==> config.mk <==
export PLATFORM = sky130hd
export DESIGN_NAME = picosoc_mem_arbiter
export DESIGN_NICKNAME = d
export VERILOG_FILES = /design/src/rtl/picosoc_mem_arbiter.sv
export SDC_FILE = /design/constraint.sdc
export NUM_CORES = 1
export LEC_CHECK = 0
export ABC_AREA = 1
export CAP_MARGIN = 20
export CORE_AREA = 8 8 114 116
export DETAILED_ROUTE_END_ITERATION = 10
export DIE_AREA = 0 0 122 124
export PLACE_DENSITY = 0.85
export SLEW_MARGIN = 25
export SYNTH_ARGS = -nofsm -noshare
export SYNTH_HDL_FRONTEND = slang
export SYNTH_SLANG_ARGS = --single-unit
==> constraint.sdc <==
create_clock -name clk -period 2.5 [get_ports clk]
set_clock_uncertainty 0.1 [all_clocks]
set_input_delay 0.375 -clock clk [delete_from_list [all_inputs] [get_ports clk]]
set_output_delay 0.375 -clock clk [all_outputs]
set_load 0.01 [all_outputs]
==> src/rtl/picosoc_mem_arbiter.sv <==
// Two-master round-robin arbiter for a PicoRV32-native memory port, with whole-transaction
// grant locking and a watchdog that completes a stalled transfer with a fixed read value.
module picosoc_mem_arbiter #(
    parameter int unsigned TIMEOUT_CYCLES = 255,
    parameter logic [31:0] TIMEOUT_RDATA  = 32'hDEAD_BEEF,
    parameter bit          M0_FIRST       = 1'b1
) (
    input  logic        clk,
    input  logic        resetn,
    input  logic        m0_valid,
    input  logic        m0_instr,
    input  logic [31:0] m0_addr,
    input  logic [31:0] m0_wdata,
    input  logic [3:0]  m0_wstrb,
    output logic        m0_ready,
    output logic [31:0] m0_rdata,
    input  logic        m1_valid,
    input  logic        m1_instr,
    input  logic [31:0] m1_addr,
    input  logic [31:0] m1_wdata,
    input  logic [3:0]  m1_wstrb,
    output logic        m1_ready,
    output logic [31:0] m1_rdata,
    output logic        s_valid,
    output logic        s_instr,
    output logic [31:0] s_addr,
    output logic [31:0] s_wdata,
    output logic [3:0]  s_wstrb,
    input  logic        s_ready,
    input  logic [31:0] s_rdata,
    output logic        owner,
    output logic        timeout_pulse
);

    localparam logic [15:0] TimeoutCnt = 16'(TIMEOUT_CYCLES);
    localparam bit          WdogEn     = (TIMEOUT_CYCLES != 0);

    typedef enum logic [1:0] {StIdle, StBusy, StErr} state_e;

    state_e      r_state;
    logic        r_owner;
    logic        r_prio;
    logic [15:0] r_cnt;

    logic        w_own_valid;
    logic        w_grant;
    logic [15:0] w_cnt_inc;
    logic        w_done;
    logic [31:0] w_done_rdata;

    assign w_own_valid = r_owner ? m1_valid : m0_valid;
    assign w_cnt_inc   = r_cnt + 16'd1;
    // m1 wins when it is the only requester, or when both request and it holds priority
    assign w_grant     = m1_valid & (~m0_valid | r_prio);
    assign owner       = r_owner;

    always_ff @(posedge clk or negedge resetn) begin
        if (!resetn) begin
            r_state <= StIdle;
            r_owner <= 1'b0;
            r_prio  <= !M0_FIRST;
            r_cnt   <= '0;
        end else begin
            case (r_state)
                StIdle: begin
                    if (m0_valid || m1_valid) begin
                        r_owner <= w_grant;
                        r_cnt   <= '0;
                        r_state <= StBusy;
                    end
                end
                StBusy: begin
                    if (s_ready) begin
                        r_prio  <= ~r_owner;
                        r_state <= StIdle;
                    end else if (!w_own_valid) begin
                        r_state <= StIdle;
                    end else begin
                        r_cnt <= w_cnt_inc;
                        if (WdogEn && (w_cnt_inc == TimeoutCnt)) begin
                            r_state <= StErr;
                        end
                    end
                end
                StErr: begin
                    r_prio  <= ~r_owner;
                    r_state <= StIdle;
                end
                default: r_state <= StIdle;
            endcase
        end
    end

    always_comb begin
        s_valid       = 1'b0;
        s_instr       = 1'b0;
        s_addr        = '0;
        s_wdata       = '0;
        s_wstrb       = '0;
        timeout_pulse = 1'b0;
        w_done        = 1'b0;
        w_done_rdata  = '0;
        case (r_state)
            StBusy: begin
                s_valid      = w_own_valid;
                s_instr      = r_owner ? m1_instr : m0_instr;
                s_addr       = r_owner ? m1_addr  : m0_addr;
                s_wdata      = r_owner ? m1_wdata : m0_wdata;
                s_wstrb      = r_owner ? m1_wstrb : m0_wstrb;
                w_done       = s_ready;
                w_done_rdata = s_rdata;
            end
            StErr: begin
                w_done        = 1'b1;
                w_done_rdata  = TIMEOUT_RDATA;
                timeout_pulse = 1'b1;
            end
            default: ;
        endcase
        m0_ready = w_done & ~r_owner;
        m1_ready = w_done & r_owner;
        m0_rdata = m0_ready ? w_done_rdata : '0;
        m1_rdata = m1_ready ? w_done_rdata : '0;
    end

endmodule

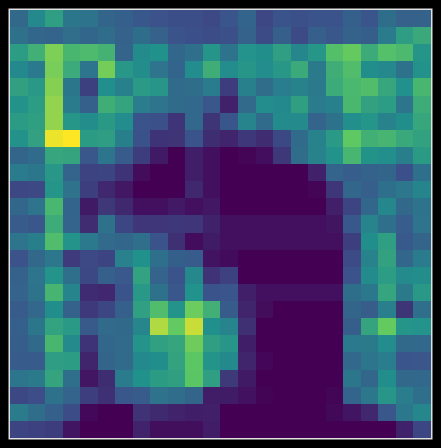
(run_1/metal_density.png)
24 x 25 tiles, from dark purple (low) to yellow (high), scaled to the fullest tile. Values are wire area over tile area, all layers added.
emptiest ninth of the die: centre
tiles over half the peak: 21%
nearly empty tiles: 14%
mean over tiles: 0.19
fullest tile: 0.62

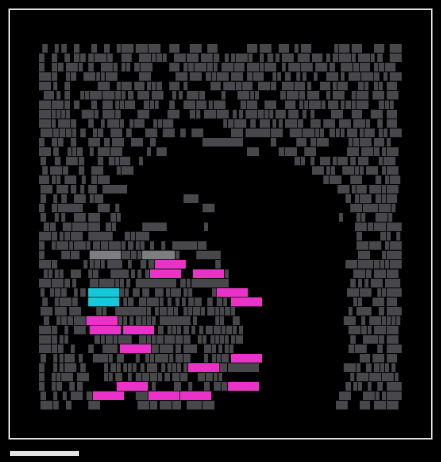
(run_1/flops_by_reg.png)
Scale bar: 20 um. Other sequential cells in the stronger grey, the rest of the logic in the fainter grey.
| name in the netlist | colour | sequential cells |
|---|---|---|
| `r_cnt` | magenta | 16 |
| `r_state` | cyan | 2 |
not coloured: 2

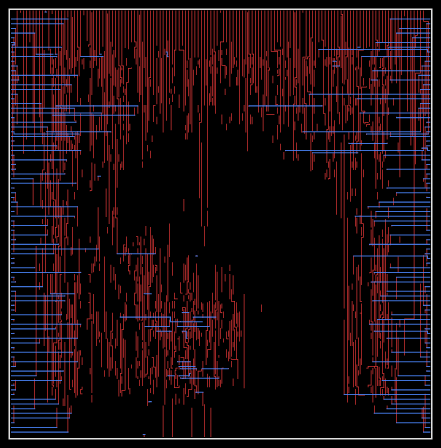
(run_1/wires.png)
Only two layers are drawn.
| layer | colour | wire length |
|---|---|---|
| metal 3 | blue | 1,930 um |
| metal 2 | red | 8,510 um |
GRT Overall Usage: 20.11%
Post-Route WL: 17.25 mm
vias after detailed routing: 4,666

==> flow_summary.yaml, run 1 <==
# yosys + openroad results
status:
  status: "completed"
critical_path:
  crit_path_end: "m1_rdata[1]"
  r2r_setup_slack_ns: 0.29
  cp_max_fo: 17
  worstPathCellList: "clkdlybuf4s50_1 -> nand2_1 -> nand2_1 -> nand2_1 -> nor2_2 -> inv_1 -> buf_12 -> nor2_1 -> clkdlybuf4s15_1"
  slowest_stage: "clkdlybuf4s50_1"
  cp.required_ns: 2.03
  startpoint_type: "input pin"
  cp_num_cells: 9
  worst_path_most_repeated_cell: "nand2_1"
  critPathTopFamily: "buffers and inverters"
  r2r_end: "r_cnt[15]$_DFFE_PN0P_"
  crit_buf_inv: 4
final_timing:
  setup_tns_ns: 0
  fin_crit_ns: 2.381
  max_slew_margin_pct: 70.30
  whs_ns: 0.3481
  grt_setup_unrepaired: "true"
  fin_ws_ns: 0.1189
  finalCritPeriodShare_pct: 95.25
  fmax_mhz: 420.0
yosys:
  ys_cells: 541
  top_cells_by_count: "nor2_1, o21ai_0, nand2_1, inv_1, clkbuf_1"
  yosys_warnings: 0
  synthCells: 541
  top_area_share_pct: 26.84
  synth_nets: 721
  ys_sh_mux_pct: 0
  syn_area_um2: 2811
  synth.most_common_cell: "nor2_1"
  simple_gate_share_pct: 47.31
  ys.flops: 20
  aoi_share_pct: 21.23
clock_tree:
  root_buffer: "clkbuf_16"
  clock_path_buffers: 2
  cts.clk_slew.worst_paths_ns: 0.06
  htreeDepth: 1
  cts_made_buffers: 3
  post_cts_resized: 120
  cts_tree: "done"
grt:
  grt_start_max_net_pins: 70
  grt_first_pass_wirelength_mm: 24.11
  overflow: 0
layout:
  seq_cells: 20
  final_cell_area_um2: 6107
  fillCellCount: 1064
  postLayoutCoreUtil_pct: 54.65
  dominant_cells: "non-clock buffers"
  num_antenna_cells: 0
  comb_cells: 441
  n_all_buffers: 331
  area_growth_pct: 117.2
  sh_comb_area_pct: 33.23
  final.clkbuf_count: 3
  final_layout_size_suffix_gt1_share_pct: 12.75
  final-comb-area_um2: 2029
  fin_cells: 982
run:
  maxCapViolCount: 0
  tool_warnings: 30
worst_hold_path:
  min_path_type: "input pin to async pin"
power:
  irDropWorstVdd_mv: 0.5449
  p_per_area_nw_per_um2: 783.8
  finalPower_w: 0.004786
die:
  chipArea_um2: 15130
  die_y_um: 124
  io_pins: 313
  rows: 39
  die_w_um: 122
route:
  antenna_left: 0
  drt_first_pass_iters: 4
  first_iter_violations: 326
place:
  hpwl_mm: 14.13
[run 1: where the power goes]
| part | switching [W] | internal, W | leakage, nW |
|---|---|---|---|
| combinational | 0.00219 | 0.00172 | 2.73 |
| clock | 0.000129 | 0.000318 | 0.0511 |
| sequential | 0.0000602 | 0.000368 | 0.270 |
[run 1: metal layers]
metal	routed length, um	part of all wire, %	vias to the layer above	track usage, %
li1	-	-	2321	-
met1	6558	38	2082	22.15
met2	8505	49	245	35.80
met3	1932	11	18	8.205
met4	248	1.4	0	3.778
met5	0	0	-	0
==> run 2, diff against run 1 <==
--- a/config.mk
+++ b/config.mk
@@ -7,10 +7,11 @@
 export LEC_CHECK = 0
 export ABC_AREA = 1
 export CAP_MARGIN = 20
-export CORE_AREA = 8 8 114 116
+export CORE_AREA = 2 2 121 123
+export CTS_CLUSTER_DIAMETER = 80
 export DETAILED_ROUTE_END_ITERATION = 10
-export DIE_AREA = 0 0 122 124
-export PLACE_DENSITY = 0.85
+export DIE_AREA = 0 0 123 125
+export PLACE_DENSITY = 0.72
 export SLEW_MARGIN = 25
 export SYNTH_ARGS = -nofsm -noshare
 export SYNTH_HDL_FRONTEND = slang
==> run 2 against run 1 <==
Against the previous run:
- hold slack better by 0.011 ns
- utilization fell by 9.3 points
- synthesized cell count is the same
- first-iteration DRC count fell by 42%
- clock power about the same
- power rose by 7.8%
- largest cell class unchanged
- largest power group unchanged
- highest routed layer unchanged
==> flow_summary.yaml, run 2 <==
# yosys + openroad results
final_timing:
  max_slew_margin_pct: 81.60
  tightest_slew_ns: 0.2731
  setup_tns_ns: 0
  fin_crit_ns: 2.455
  fin_ws_ns: 0.04508
  fmax_mhz: 407.3
  finalCritPeriodShare_pct: 98.20
  finalHoldViolCount: 0
  grt_setup_unrepaired: "true"
  whs_ns: 0.3592
  setup_viol: 0
layout:
  top_register: "r_cnt"
  fin_cells: 1032
  seq_cells: 20
  reg.largest.list: "r_cnt: 16 flops, r_state: 2 flops"
  area_growth_pct: 128.9
  num-nets-final: 1029
  largest_reg_flops: 16
  fillCellCount: 1477
  n_all_buffers: 340
  final.clkbuf_count: 3
  final_cell_mix: "nor2_1, clkdlybuf4s50_1, o21ai_0"
  buf_share_pct: 52.78
  final_cell_area_um2: 6436
  comb_cells: 441
  dominant_cells: "non-clock buffers"
  num_antenna_cells: 0
  final_layout_size_suffix_gt1_share_pct: 11.56
  final-comb-area_um2: 2038
  layout.cells.most_common: "nor2_1"
  sh_comb_area_pct: 31.67
yosys:
  topCellsByArea: "nor2_1, dfrtp_1, o21ai_0"
  synth_nets: 721
  ys_cells: 541
  top_cells_by_count: "nor2_1, o21ai_0, nand2_1, inv_1, clkbuf_1"
  yosys.stat.seqShare_pct: 17.80
  top_area_share_pct: 26.84
  aoi_share_pct: 21.23
  synth.most_common_cell: "nor2_1"
  yosys_warnings: 0
  async_reset_ff_share_pct: 100.0
  yosysUniqueCellTypes: 22
  synthCells: 541
  synth-main-ff-cell: "dfrtp_1"
  ys_chip_area_um2: 2811
  synthTopLogicFamily: "simple AND/OR/NAND/NOR gates"
  syn_area_um2: 2811
  yosys.area.top_type: "nor2_1"
  edf_count: 0
  ys_sh_mux_pct: 0
  simple_gate_share_pct: 47.31
  ys.flops: 20
power:
  netSwitchingPower_w: 0.002415
  p_clk_w: 0.000444
  clock_power_share_pct: 8.6
  p_comb_share_pct: 83.0
  p_per_area_nw_per_um2: 801.8
  p_int_w: 0.002745
  switching_share_pct: 46.81
  pg_comb_w: 0.00429
  irDropWorstVdd_mv: 0.3933
  pwr-share-seq_pct: 8.4
  finalPower_w: 0.005160
  maxPowerGroup: "combinational cells"
clock_tree:
  clock_path_buffers: 2
  clk_latency_ns: 0.26
  htreeDepth: 1
  cts_made_buffers: 3
  cts.clk_slew.worst_paths_ns: 0.06
  clock-sinks: 20
  root_buffer: "clkbuf_16"
  cts_tree: "done"
place:
  gp_congestion: 0.8676
  dpl-instance-area_um2: 6281
  hpwl_mm: 11.79
  post-place-cells: 1024
  place_ws_ns: -0.2520
route:
  wl_per_cell_um: 15.19
  antenna_left: 0
  drc_errors: 0
  via_per_inst: 4.509
  drt_first_pass_iters: 4
  wl_mm: 15.68
  vias: 4653
  first_iter_violations: 190
die:
  taps: 184
  fp_util_pct: 19.79
  core_area_um2: 14200
  die_w_um: 123
  io_pins: 313
  rows: 44
  chipArea_um2: 15380
  die_y_um: 125
critical_path:
  end_kind: "output pin"
  startpoint_type: "flip-flop"
  slowest_stage: "clkdlybuf4s50_1"
  crit_arrival_ns: 1.98
  slowest_delay_ns: 0.55
  r2r-start: "r_cnt[1]$_DFFE_PN0P_"
  critPathKind: "flip-flop to output pin"
  cp.required_ns: 2.03
  r2r_end: "r_state[1]$_DFFE_PN0P_"
  cp_max_fo: 25
  r2r_setup_slack_ns: 0.60
  critPathTopFamily: "buffers and inverters"
  worstPathCellList: "inv_2 -> ha_4 -> bufbuf_16 -> o21ai_0 -> nor2_1 -> clkdlybuf4s50_1"
  crit_buf_inv: 3
grt:
  grt_pass1_vias: 4288
  use_met3_pct: 5.109
  met2_usage_pct: 33.77
  overflow: 0
  grt_first_pass_wirelength_mm: 22.87
  grt_start_max_net_pins: 58
  met1_usage_pct: 22.11
  busiest_layer: "met2"
  antenna_found_initial: 0
  grt_usage_pct: 18.59
worst_hold_path:
  min_path_type: "input pin to async pin"
run:
  tool_warnings: 31
  maxCapViolCount: 0
status:
  status: "completed"
-- run 2: worst max path at each step --
stage | from | end | cells past startpoint
final | r_state[1]$_DFFE_PN0P_ | s_wdata[21] | 6
after global routing | r_state[1]$_DFFE_PN0P_ | s_addr[24] | 6
after CTS | r_state[1]$_DFFE_PN0P_ | s_valid | 6
after detailed placement | s_ready | m0_rdata[20] | 9
after global placement | s_ready | m1_rdata[20] | 9
after floorplan | r_state[0]$_DFFE_PN0P_ | m1_rdata[14] | 10
-- run 2: what timing repair did --
action                                  in CTS  in global routing
hold endpoints to repair                     0                  0
endpoints found under the setup margin     111                112
pin swaps                                    0                  0
resized                                     92                109
cloned                                       3                  1
-- run 2: routing by layer --
layer  vias to the layer above  routed length (um)
li1                       2331                   -
met1                      2071                6118
met2                       237                7724
met3                        14                1649
met4                         0                 183
met5                         -                   0
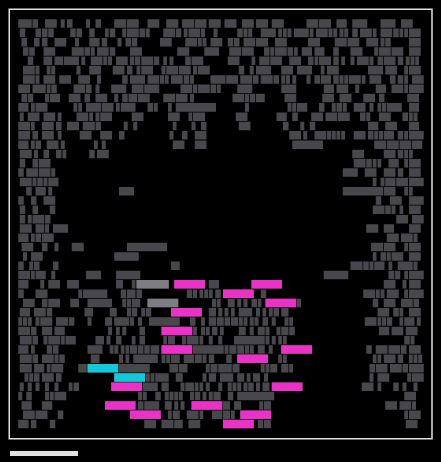
(run_2/flops_by_reg.png)
Scale bar: 20 um. Other sequential cells in the stronger grey, the rest of the logic in the fainter grey.
| name in the netlist | colour | sequential cells |
|---|---|---|
| `r_state` | cyan | 2 |
| `r_cnt` | magenta | 16 |
not coloured: 2
Flop area: 501.7 um2
Seq group: 0.000432 W
sequential fraction of total cell area: 7.795%
Core Util, Final: 45.31%

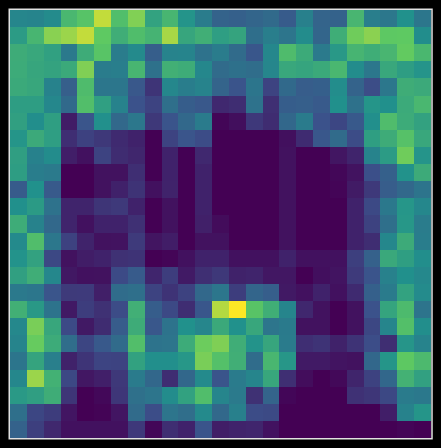
(run_2/metal_density.png)
25 x 25 tiles, from dark purple (low) to yellow (high), scaled to the fullest tile. Values are wire area over tile area, all layers added.
nearly empty tiles: 14%
emptiest ninth of the die: centre
fullest tile: 0.55
tiles over half the peak: 24%

==> run 3, diff against run 2 <==
==> constraint.sdc (replaced) <==
create_clock -name clk -period 2.5 [get_ports clk]
set_clock_uncertainty 0.1 [all_clocks]
set_input_delay 0.375 -clock clk [delete_from_list [all_inputs] [get_ports clk]]
set_output_delay 0.375 -clock clk [all_outputs]
set_load 0.05 [all_outputs]
==> run 3 against run 2 <==
Against the previous run:
- sequential power decreased by 4%
- combinational power is 97% higher
- utilization increased by 11 points
- synthesized cell count unchanged
- cell count shrank 0.39%
- non-clock buffer count down 4
- power grew 80%
- critical endpoint is now m1_rdata[8]
==> flow_summary.yaml, run 3 <==
# yosys + openroad results
status:
  status: "completed"
yosys:
  syn_area_um2: 2811
  top_cells_by_count: "nor2_1, o21ai_0, nand2_1, inv_1, clkbuf_1"
  synthCells: 541
  synth-main-ff-cell: "dfrtp_1"
  yosys_warnings: 0
  top_area_share_pct: 26.84
  aoi_share_pct: 21.23
  synth.most_common_cell: "nor2_1"
  ys.flops: 20
  ys_chip_area_um2: 2811
  yosysUniqueCellTypes: 22
  ys_sh_mux_pct: 0
  yosys.area.top_type: "nor2_1"
  async_reset_ff_share_pct: 100.0
  simple_gate_share_pct: 47.31
critical_path:
  worstPathCellList: "clkdlybuf4s50_1 -> nand2_1 -> nand2_1 -> nand2_2 -> nor2_4 -> inv_4 -> buf_12 -> nor3_4 -> buf_6"
  slowest_delay_ns: 0.55
  critPathKind: "input pin to output pin"
  cp.required_ns: 2.03
  end_kind: "output pin"
  cp_num_cells: 9
  startpoint_type: "input pin"
  critPathTopFamily: "buffers and inverters"
  crit_buf_inv: 4
  r2r_end: "r_cnt[8]$_DFFE_PN0P_"
  cp_max_fo: 9
  crit_path_end: "m1_rdata[8]"
  r2r-start: "r_state[1]$_DFFE_PN0P_"
  slowest_stage: "clkdlybuf4s50_1"
  crit_path_start: "s_ready"
  r2r_setup_slack_ns: 0.57
clock_tree:
  clk_latency_ns: 0.26
  cts.clk_slew.worst_paths_ns: 0.06
  clock-sinks: 20
  post_cts_resized: 9
  root_buffer: "clkbuf_16"
  clock_path_buffers: 2
  cts_tree: "done"
layout:
  largest_reg_flops: 16
  regArea_um2: 501.7
  num-nets-final: 1025
  top_register: "r_cnt"
  final_layout_size_suffix_gt1_share_pct: 32.70
  final_cell_area_um2: 7998
  final_cell_mix: "clkdlybuf4s50_1, nor2_1, buf_12"
  reg.largest.list: "r_cnt: 16 flops, r_state: 2 flops"
  num_antenna_cells: 0
  final-comb-area_um2: 2599
grt:
  overflow: 0
  met1_usage_pct: 26.81
  busiest_layer: "met2"
  use_met3_pct: 6.797
  antenna_found_initial: 2
  grt_start_max_net_pins: 57
  grt_usage_pct: 21.86
  met2_usage_pct: 36.53
power:
  maxPowerGroup: "combinational cells"
  clock_power_share_pct: 4.8
  finalPower_w: 0.009285
  switching_share_pct: 56.66
  pg_comb_w: 0.00843
  pwr-share-seq_pct: 4.5
  netSwitchingPower_w: 0.005261
  irDropWorstVdd_mv: 0.7425
  p_per_area_nw_per_um2: 1161
  p_comb_share_pct: 90.7
final_timing:
  fin_ws_ns: 0.07934
  finalHoldViolCount: 0
  setup_viol: 0
  tightest_slew_ns: 0.5324
  finalCritPeriodShare_pct: 96.83
  max_slew_margin_pct: 64.51
  fmax_mhz: 413.1
  whs_ns: 0.3112
place:
  dpl-instance-area_um2: 7812
  place_ws_ns: 0.03139
  gp_congestion: 0.8642
  hpwl_mm: 14.60
worst_hold_path:
  min_path_type: "input pin to async pin"
run:
  maxCapViolCount: 0
  tool_warnings: 30
route:
  met3_length_mm: 1.720
  vias: 4665
  wl_mm: 17.74
  route.met2.wl_mm: 8.461
  drt_first_pass_iters: 4
  antenna_left: 0
  drc_errors: 0
  first_iter_violations: 299
  top_layer: "met5"
  via_per_inst: 4.538
  drt-met1-wl_mm: 6.961
die:
  die_y_um: 125
  core_area_um2: 14200
  chipArea_um2: 15380
  rows: 44
  die_w_um: 123
-- run 3: netlist changes by cell type in the layout (fill, tap and decap cells not counted), sizes merged --
cell           delta
dlygate4sd2      -37
clkdlybuf4s50    -23
clkbuf           -28
clkdlybuf4s15    -21
buf             +138
dlymetal6s2s     -30
bufbuf            -3
-- run 3: area by class of cell --
cell class | count | area share [%]
timing repair buffer | 336 | 54.99
multi-input combinational | 441 | 32.49
sequential | 20 | 6.273
tap | 184 | 2.879
inverter | 43 | 2.049
clock buffer | 3 | 0.9387
clock inverter | 1 | 0.3755
-- run 3: metrics by stage --
stage          setup TNS, ns  cells
2_1_floorplan         -2.664    541
3_3_place_gp               0   1021
3_5_place_dp               0   1021
4_1_cts                    0   1025
5_1_grt          -0.00008527   1028
6_report                   0   1028
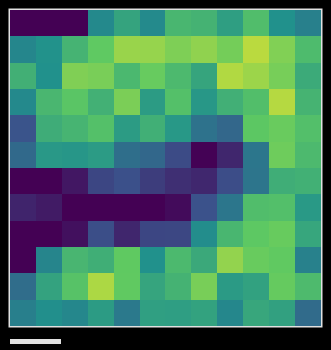
(run_3/cell_density.png)
Scale bar: 20 um. 12 x 12 tiles, from dark purple (low) to yellow (high), 0 to 100% covered.
emptiest ninth of the die: centre
nearly empty tiles: 9.0%
tiles over 75% full: 19%
mean over tiles: 51%
Floorplan Utilization: 19.79%
Core Util, Final: 56.31%

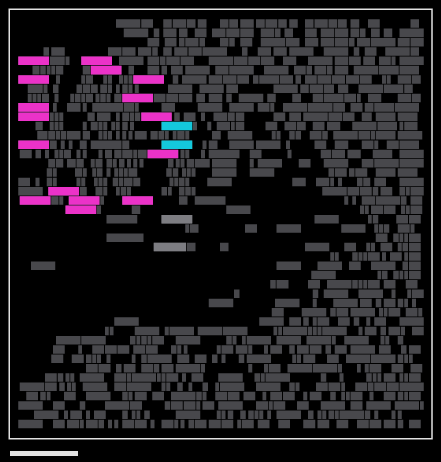
(run_3/flops_by_reg.png)
Scale bar: 20 um. Other sequential cells in the stronger grey, the rest of the logic in the fainter grey.
| name in the netlist | colour | sequential cells |
|---|---|---|
| `r_state` | cyan | 2 |
| `r_cnt` | magenta | 16 |
sequential fraction of total cell area: 6.273%
Seq group: 0.000416 W

Power and IR drop assume default switching activity.
